### config.mk
export PLATFORM = sky130hd
export DESIGN_NAME = div_clk_monitor_flat
export DESIGN_NICKNAME = d
export VERILOG_FILES = /design/src/rtl/clkdiv_pkg.sv /design/src/rtl/div_clk_monitor_if.sv /design/src/rtl/edge_sync.sv /design/src/rtl/div_clk_monitor.sv /design/src/flat_wrapper.sv
export SDC_FILE = /design/constraint.sdc
export NUM_CORES = 1
export LEC_CHECK = 0
export CORE_AREA = 2 2 80 89
export DETAILED_ROUTE_END_ITERATION = 16
export DIE_AREA = 0 0 82 91
export PLACE_DENSITY = 0.78
export SETUP_SLACK_MARGIN = 0.5
export SLEW_MARGIN = 20
export SYNTH_ARGS = -nofsm -noshare
export SYNTH_HDL_FRONTEND = slang
export SYNTH_SLANG_ARGS = --single-unit
### constraint.sdc
create_clock -name cl -period 3.3 [get_ports cl]
set_clock_uncertainty 0.15 [all_clocks]
set_input_delay 0.495 -clock cl [delete_from_list [all_inputs] [get_ports cl]]
set_output_delay 0.495 -clock cl [all_outputs]
set_load 0.1 [all_outputs]
### src/rtl/clkdiv_pkg.sv
// Shared types and default constants for the divided-clock period monitor.
package clkdiv_pkg;

    typedef enum logic [1:0] {
        IDLE = 2'd0,
        ARM  = 2'd1,
        MEAS = 2'd2,
        DONE = 2'd3
    } state_t;

    localparam int DEF_NUM_PERIODS = 4;
    localparam int DEF_TIMEOUT_CYC = 1024;
    localparam int DEF_EXP_PERIOD  = 2;

endpackage

### src/rtl/div_clk_monitor_if.sv
// Control/result bundle between a requester and the period monitor.
interface div_clk_monitor_if #(
    parameter int CNT_W = 16
);
    // Handshake: start is a one-cycle request, accepted only while busy is low;
    // every accepted run ends with exactly one done pulse, and result/ok/timeout/
    // overflow are valid from that pulse until the next accepted start.
    logic             start;
    logic             busy;
    logic             done;
    logic [CNT_W-1:0] result;
    logic             ok;
    logic             timeout;
    logic             overflow;

    modport master (output start, input busy, done, result, ok, timeout, overflow);
    modport slave  (input start, output busy, done, result, ok, timeout, overflow);
endinterface

### src/rtl/edge_sync.sv
// Multi-flop synchronizer for an asynchronous input followed by a rising-edge detector.
module edge_sync #(
    parameter int SYNC_STAGES = 2
) (
    input  logic cl,
    input  logic rst_n,
    input  logic sig_in,
    output logic rise
);
    if (SYNC_STAGES < 2) begin : g_bad_depth
        $error("edge_sync: SYNC_STAGES must be at least 2");
    end

    logic [SYNC_STAGES-1:0] sync_q;
    logic                   delayed_q;

    always_ff @(posedge cl or negedge rst_n) begin
        if (!rst_n) begin
            sync_q    <= '0;
            delayed_q <= 1'b0;
        end else begin
            sync_q    <= {sync_q[SYNC_STAGES-2:0], sig_in};
            delayed_q <= sync_q[SYNC_STAGES-1];
        end
    end

    assign rise = sync_q[SYNC_STAGES-1] & ~delayed_q;
endmodule

### src/rtl/div_clk_monitor.sv
// Measures the cl-cycle span of NUM_PERIODS periods of a slow input and checks it
// against EXP_PERIOD*NUM_PERIODS +/- TOL, aborting on a missing or stuck input.
module div_clk_monitor
    import clkdiv_pkg::*;
#(
    parameter int SYNC_STAGES = 2,
    parameter int NUM_PERIODS = DEF_NUM_PERIODS,
    parameter int CNT_W       = 16,
    parameter int TIMEOUT_CYC = DEF_TIMEOUT_CYC,
    parameter int EXP_PERIOD  = DEF_EXP_PERIOD,
    parameter int TOL         = 0
) (
    input  logic               cl,
    input  logic               rst_n,
    input  logic               sig_in,
    div_clk_monitor_if.slave   mon,
    output state_t             state_dbg
);
    if (NUM_PERIODS < 1 || NUM_PERIODS > 255) begin : g_bad_num
        $error("div_clk_monitor: NUM_PERIODS out of range 1..255");
    end
    if (TIMEOUT_CYC < 1 || TIMEOUT_CYC >= (1 << CNT_W)) begin : g_bad_tmo
        $error("div_clk_monitor: TIMEOUT_CYC must be in 1..2^CNT_W-1");
    end
    if (EXP_PERIOD * NUM_PERIODS >= (1 << CNT_W)) begin : g_bad_exp
        $error("div_clk_monitor: EXP_PERIOD*NUM_PERIODS does not fit in CNT_W");
    end

    localparam logic [CNT_W-1:0] GAP_LIMIT = CNT_W'(TIMEOUT_CYC - 1);
    localparam logic [CNT_W-1:0] CYC_MAX   = '1;
    localparam logic [7:0]       LAST_PER  = 8'(NUM_PERIODS - 1);
    localparam logic [CNT_W:0]   EXP_TOTAL = (CNT_W+1)'(EXP_PERIOD * NUM_PERIODS);
    localparam logic [CNT_W:0]   TOL_W     = (CNT_W+1)'(TOL);

    logic rise;

    edge_sync #(.SYNC_STAGES(SYNC_STAGES)) u_edge_sync (
        .cl     (cl),
        .rst_n  (rst_n),
        .sig_in (sig_in),
        .rise   (rise)
    );

    state_t           state_q;
    logic [CNT_W-1:0] gap_q;
    logic [CNT_W-1:0] cyc_q;
    logic [7:0]       per_q;
    logic [CNT_W-1:0] result_q;
    logic             busy_q, done_q, ok_q, timeout_q, overflow_q;

    // Distance is taken one bit wider than the counter so it can never wrap.
    function automatic logic ok_calc(input logic [CNT_W-1:0] res, input logic ov);
        logic [CNT_W:0] r;
        logic [CNT_W:0] d;
        r = {1'b0, res};
        d = (r >= EXP_TOTAL) ? (r - EXP_TOTAL) : (EXP_TOTAL - r);
        return !ov && (d <= TOL_W);
    endfunction

    always_ff @(posedge cl or negedge rst_n) begin
        if (!rst_n) begin
            state_q    <= IDLE;
            gap_q      <= '0;
            cyc_q      <= '0;
            per_q      <= '0;
            result_q   <= '0;
            busy_q     <= 1'b0;
            done_q     <= 1'b0;
            ok_q       <= 1'b0;
            timeout_q  <= 1'b0;
            overflow_q <= 1'b0;
        end else begin
            done_q <= 1'b0;
            case (state_q)
                IDLE: begin
                    if (mon.start) begin
                        state_q    <= ARM;
                        busy_q     <= 1'b1;
                        result_q   <= '0;
                        ok_q       <= 1'b0;
                        timeout_q  <= 1'b0;
                        overflow_q <= 1'b0;
                        gap_q      <= '0;
                        per_q      <= '0;
                    end
                end
                ARM: begin
                    if (rise) begin
                        state_q <= MEAS;
                        cyc_q   <= CNT_W'(1);
                        gap_q   <= '0;
                    end else if (gap_q == GAP_LIMIT) begin
                        state_q   <= DONE;
                        done_q    <= 1'b1;
                        timeout_q <= 1'b1;
                        result_q  <= '0;
                        ok_q      <= 1'b0;
                    end else begin
                        gap_q <= gap_q + 1'b1;
                    end
                end
                MEAS: begin
                    if (rise && per_q == LAST_PER) begin
                        // The final rise closes the window; cyc_q is first-to-last distance.
                        state_q  <= DONE;
                        done_q   <= 1'b1;
                        result_q <= cyc_q;
                        ok_q     <= ok_calc(cyc_q, overflow_q);
                        gap_q    <= '0;
                    end else if (!rise && gap_q == GAP_LIMIT) begin
                        state_q   <= DONE;
                        done_q    <= 1'b1;
                        timeout_q <= 1'b1;
                        result_q  <= '0;
                        ok_q      <= 1'b0;
                    end else begin
                        if (rise) begin
                            per_q <= per_q + 1'b1;
                            gap_q <= '0;
                        end else begin
                            gap_q <= gap_q + 1'b1;
                        end
                        if (cyc_q == CYC_MAX) begin
                            overflow_q <= 1'b1;
                        end else begin
                            cyc_q <= cyc_q + 1'b1;
                        end
                    end
                end
                DONE: begin
                    state_q <= IDLE;
                    busy_q  <= 1'b0;
                end
                default: begin
                    state_q <= IDLE;
                    busy_q  <= 1'b0;
                end
            endcase
        end
    end

    assign mon.busy     = busy_q;
    assign mon.done     = done_q;
    assign mon.result   = result_q;
    assign mon.ok       = ok_q;
    assign mon.timeout  = timeout_q;
    assign mon.overflow = overflow_q;
    assign state_dbg    = state_q;
endmodule

### src/flat_wrapper.sv
// flat-port wrapper written by rule: the top's interface ports become plain ports
module div_clk_monitor_flat import clkdiv_pkg::*;
#(
    parameter int SYNC_STAGES = 2,
    parameter int NUM_PERIODS = DEF_NUM_PERIODS,
    parameter int CNT_W       = 16,
    parameter int TIMEOUT_CYC = DEF_TIMEOUT_CYC,
    parameter int EXP_PERIOD  = DEF_EXP_PERIOD,
    parameter int TOL         = 0
)
  (cl, rst_n, sig_in, state_dbg, mon_start, mon_busy, mon_done, mon_result, mon_ok, mon_timeout, mon_overflow);
  div_clk_monitor_if #(.CNT_W(CNT_W)) mon_i ();
  input  logic cl;
  input  logic rst_n;
  input  logic sig_in;
  output state_t state_dbg;
  input wire logic [$bits(mon_i.start)-1:0] mon_start;
  output wire logic [$bits(mon_i.busy)-1:0] mon_busy;
  output wire logic [$bits(mon_i.done)-1:0] mon_done;
  output wire logic [$bits(mon_i.result)-1:0] mon_result;
  output wire logic [$bits(mon_i.ok)-1:0] mon_ok;
  output wire logic [$bits(mon_i.timeout)-1:0] mon_timeout;
  output wire logic [$bits(mon_i.overflow)-1:0] mon_overflow;
  assign mon_i.start = mon_start;
  assign mon_busy = mon_i.busy;
  assign mon_done = mon_i.done;
  assign mon_result = mon_i.result;
  assign mon_ok = mon_i.ok;
  assign mon_timeout = mon_i.timeout;
  assign mon_overflow = mon_i.overflow;
  div_clk_monitor #(.SYNC_STAGES(SYNC_STAGES), .NUM_PERIODS(NUM_PERIODS), .CNT_W(CNT_W), .TIMEOUT_CYC(TIMEOUT_CYC), .EXP_PERIOD(EXP_PERIOD), .TOL(TOL)) u_core (.cl(cl), .rst_n(rst_n), .sig_in(sig_in), .mon(mon_i), .state_dbg(state_dbg));
endmodule
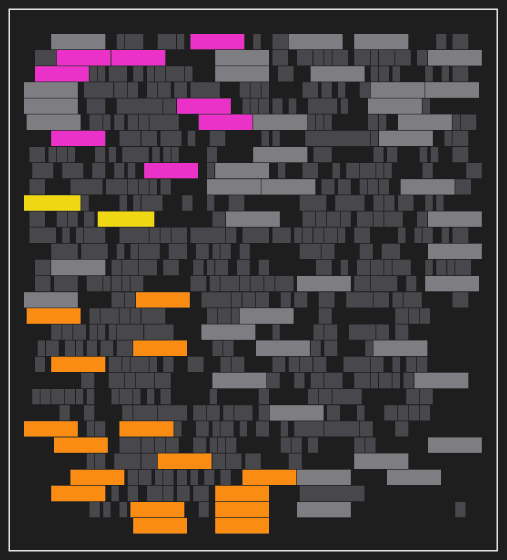
(images/ff_map.png)
| name in the netlist | colour | placed flops |
|---|---|---|
| u_core.state_dbg | yellow | 2 |
| u_core.gap_q | orange | 16 |
| u_core.per_q | magenta | 8 |

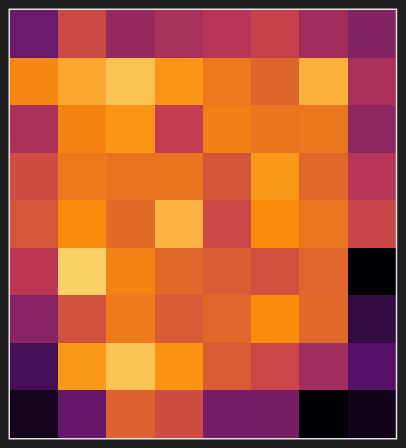
(images/util_map.png)
8 x 9 tiles, from black (low) to pale yellow (high), 0 to 100% covered.
fullest tile: 90%
tiles over 75% full: 17%
emptiest ninth of the die: bottom right
nearly empty tiles: 2.8%
mean over tiles: 56%

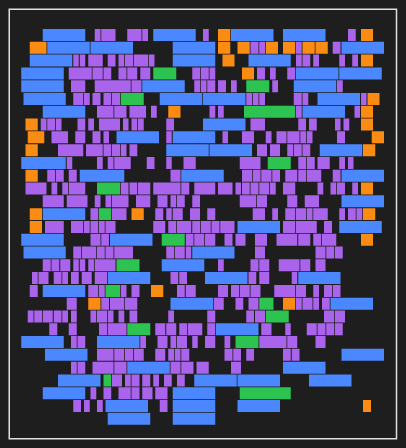
(images/class_map.png)
| class | colour | cells | share of their area |
|---|---|---|---|
| remaining buffers and delay cells | orange | 32 | 5.8% |
| registers | blue | 66 | 40% |
| remaining logic cells | purple | 353 | 49% |
| clock drivers and dummy loads | green | 16 | 5.5% |

==> deck_impl_summary.md <==
Key Metrics from the Run

STA
  – Tmin final: between 2000 and 3000 ps
  – Final Setup Violations: 0
  – Final hold vios: 0
  – FMAX: 386 MHz
  – Max-slew violation count: 0
  – PnR worst setup slack: 713 ps
  – Setup TNS: 0 ps
  – Hold_ws: 23.9 ps
  – RSZ-0062 raised after global routing: yes
  – Worst slew pin tran: approximately 950 ps
  – Relative slew margins: 36.4%
  – Fin crit share: 78.4%

Setup path
  – Setup CP Type: flop to flop
  – RR Startpoint: u_core.gap_q[0]$_DFFE_PN0P_
  – WP depth: 6
  – CP max FO: 9
  – CP startpoint: u_core.gap_q[0]$_DFFE_PN0P_
  – Slack of the worst reg-to-reg path: 710 ps
  – Critical Path Sink Type: flop
  – Worst endpoint required time: 3370 ps
  – Critical path's largest stage delay: 540 ps
  – Crit path cell chain: ha_1 -> nand3_2 -> or3_4 -> o31ai_2 -> nand2b_1 -> o41ai_1
  – Critical path startpoint category: flop
  – R2R depth: 6
  – Largest delay share family, worst path: simple AND/OR/NAND/NOR gates
  – Critical path's slowest cell: o31ai_2
  – FF-to-FF End: u_core.gap_q[9]$_DFFE_PN0P_
  – Worst EP arrival: 2660 ps
  – CP Capture Point: u_core.gap_q[9]$_DFFE_PN0P_

Layout
  – Largest cell class by area: logic gates
  – Antenna cells: 0
  – FF/Latch Area: 1650 um^2
  – Clock-cell share of area: 5.32%
  – Comb area share: between 40% and 50%
  – Non-clock buffers: 32
  – Layout cells sized above 1: between 10% and 20%
  – Logic area: 2010 um^2
  – Comb gates: 343
  – Post-route cell area: between 4000 and 5000 um^2
  – Flop count: roughly 66
  – Dominant logic cell types in the final layout: nand2_1 (65), dfrtp_1 (64), o21ai_0 (48), nor2_1 (30), buf_4 (29)
  – Clock buf count: 10
  – Layout Cells excl Fill: 549
  – Top cell excl fill/tap: nand2_1
  – NumNets Final: about 480
  – Buffer share of cell area: 5.67%
  – Seq/total area: 38.7%
  – Fill count: 552
  – Syn-to-layout area delta: 13.5%
  – Inverter count: 10

Drt
  – Routed met2 length: 4.27 mm
  – Final WL: 8.67 mm
  – M1 WL: between 3 and 4 mm
  – Uppermost layer routed: met4
  – Routed met3 length: 241 um
  – Drt initial violations: 207
  – Via count: 3327
  – Final ANT Viol Nets: 0
  – Drt first pass iters: 4
  – Drc violations: 0
  – Vias per inst: 6.06
  – DR WL/cell: between 15 and 20 um

Power and ir drop
  – PD cells: 677 nW/um^2
  – Power Total: 2.90 mW
  – Leak Pwr: 1.84 nW
  – Maximum VDD drop: 0.000889 V

Synthesis
  – Distinct cell type count after synthesis: 54
  – Post-Syn Area: between 3000 and 4000 um^2
  – Post-synth EDFFs: 0
  – Synth Seq Share: 43.8%
  – Top cells by count: dfrtp_1 (66), nand2_1 (65), o21ai_0 (48)
  – Area leader share: around 44%
  – Yosys warning count: 0
  – Yosys reg bits: 66
  – Total cells reported by yosys after synthesis: 439
  – Yosys chip area: between 3000 and 4000 um^2
  – Synth async-reset ratio: 100%
  – Syn nets: 454
  – Synth area leader: dfrtp_1
  – Synth Instances: between 400 and 500
  – Main flop type: dfrtp_1
  – Syn Area/Cell: between 8 and 9 um^2
  – Most area-consuming cells after synthesis: dfrtp_1 (44%), nand2_1 (6.5%), o21ai_0 (6.4%)

Clocking
  – CTS Sinks: ~66
  – CTS max path bufs: 2
  – Worst-Skew Late Latency: around 350 ps
  – Inserted Clock Buffers: 9
  – Hold Buf Count CTS: 0
  – Root Driver: clkbuf_8
  – CTS tree: done
  – Post-CTS Setup Bufs: 0
  – PostCTS Resize Cnt: 1
  – Clk slew on worst S/H paths: 80 ps
  – H-tree levels: 3

Global route
  – Global routing's busiest layer: met2
  – Met1 usage: 33.3%
  – Global-route met2 utilization: 40.0%
  – Initial antenna violation count: 0
  – First-pass GRT wire length: 14.7 mm
  – Congestion Overflow GR: 0
  – Number of global-route vias before repair: 3163
  – Largest net degree at the start of global routing: 35

Min path
  – Hold WC Path Type: input port to asynchronous set/reset pin

Place
  – IO Port Bufs: 26
  – Dpl hpwl: 5.89 mm
  – Placed Area: 4020 um^2
  – GPL Wtd Cong: 0.885
  – Pre-CTS WS: 471 ps

Die
  – Initial Utilization: 57.9%
  – IO Count: 27
  – # Taps: about 82
  – Core area: 6520 um^2
  – Rows: 31
  – Die W: between 80 and 90 um

Job
  – Tool warnings: 33
  – MaxCap Viol Count: 0

Run status
  – Outcome: complete, no violations
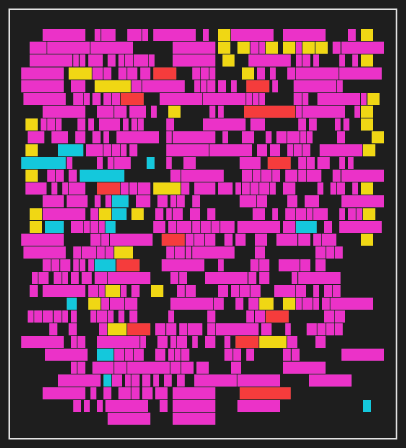
(images/sizing.png)
| size | colour | cells | share |
|---|---|---|---|
| x2 | cyan | 14 | 3.0% |
| x3 and x4 | yellow | 38 | 8.1% |
| x6 and larger | red | 12 | 2.6% |
| x1 and smaller | magenta | 403 | 86% |

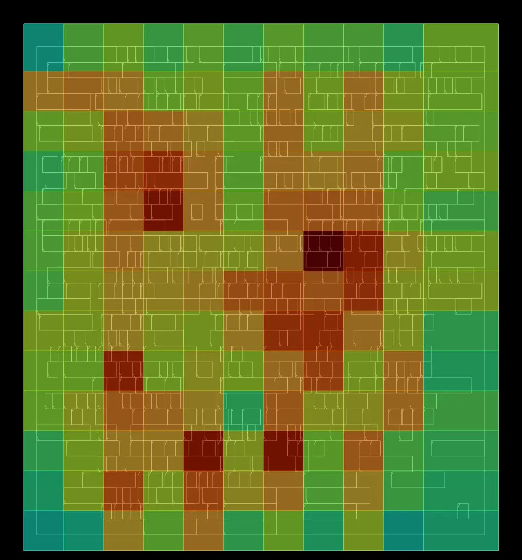
(images/congestion_map.png)
GR Util All Layers: 24.7%
Finished Core Util: 65.7%
met3 Use GR: 2.78%

==> cells by family (layout without fill, tap and decap cells) <==
| group | count (synthesis) | in the layout | synth area share, % |
|---|---|---|---|
| AOI/OAI and AO/OA | 112 | 113 | 17.0 |
| and+or+nand+nor | 206 | 206 | 28.7 |
| adders and majority gates | 11 | 11 | 3.65 |
| buffers and inverters | 31 | 58 | 3.62 |
| xor gates and xnor gates | 7 | 7 | 1.63 |
| muxes | 6 | 6 | 1.63 |
| DFF | 66 | 66 | 43.8 |
==> power breakdown <==
| group | total (mW) | internal (mW) | switching, mW |
|---|---|---|---|
| clock | 0.784 | 0.447 | 0.336 |
| sequential | 0.953 | 0.874 | 0.0787 |
| combinational | 1.16 | 0.327 | 0.833 |
Power and IR drop assume default switching activity.
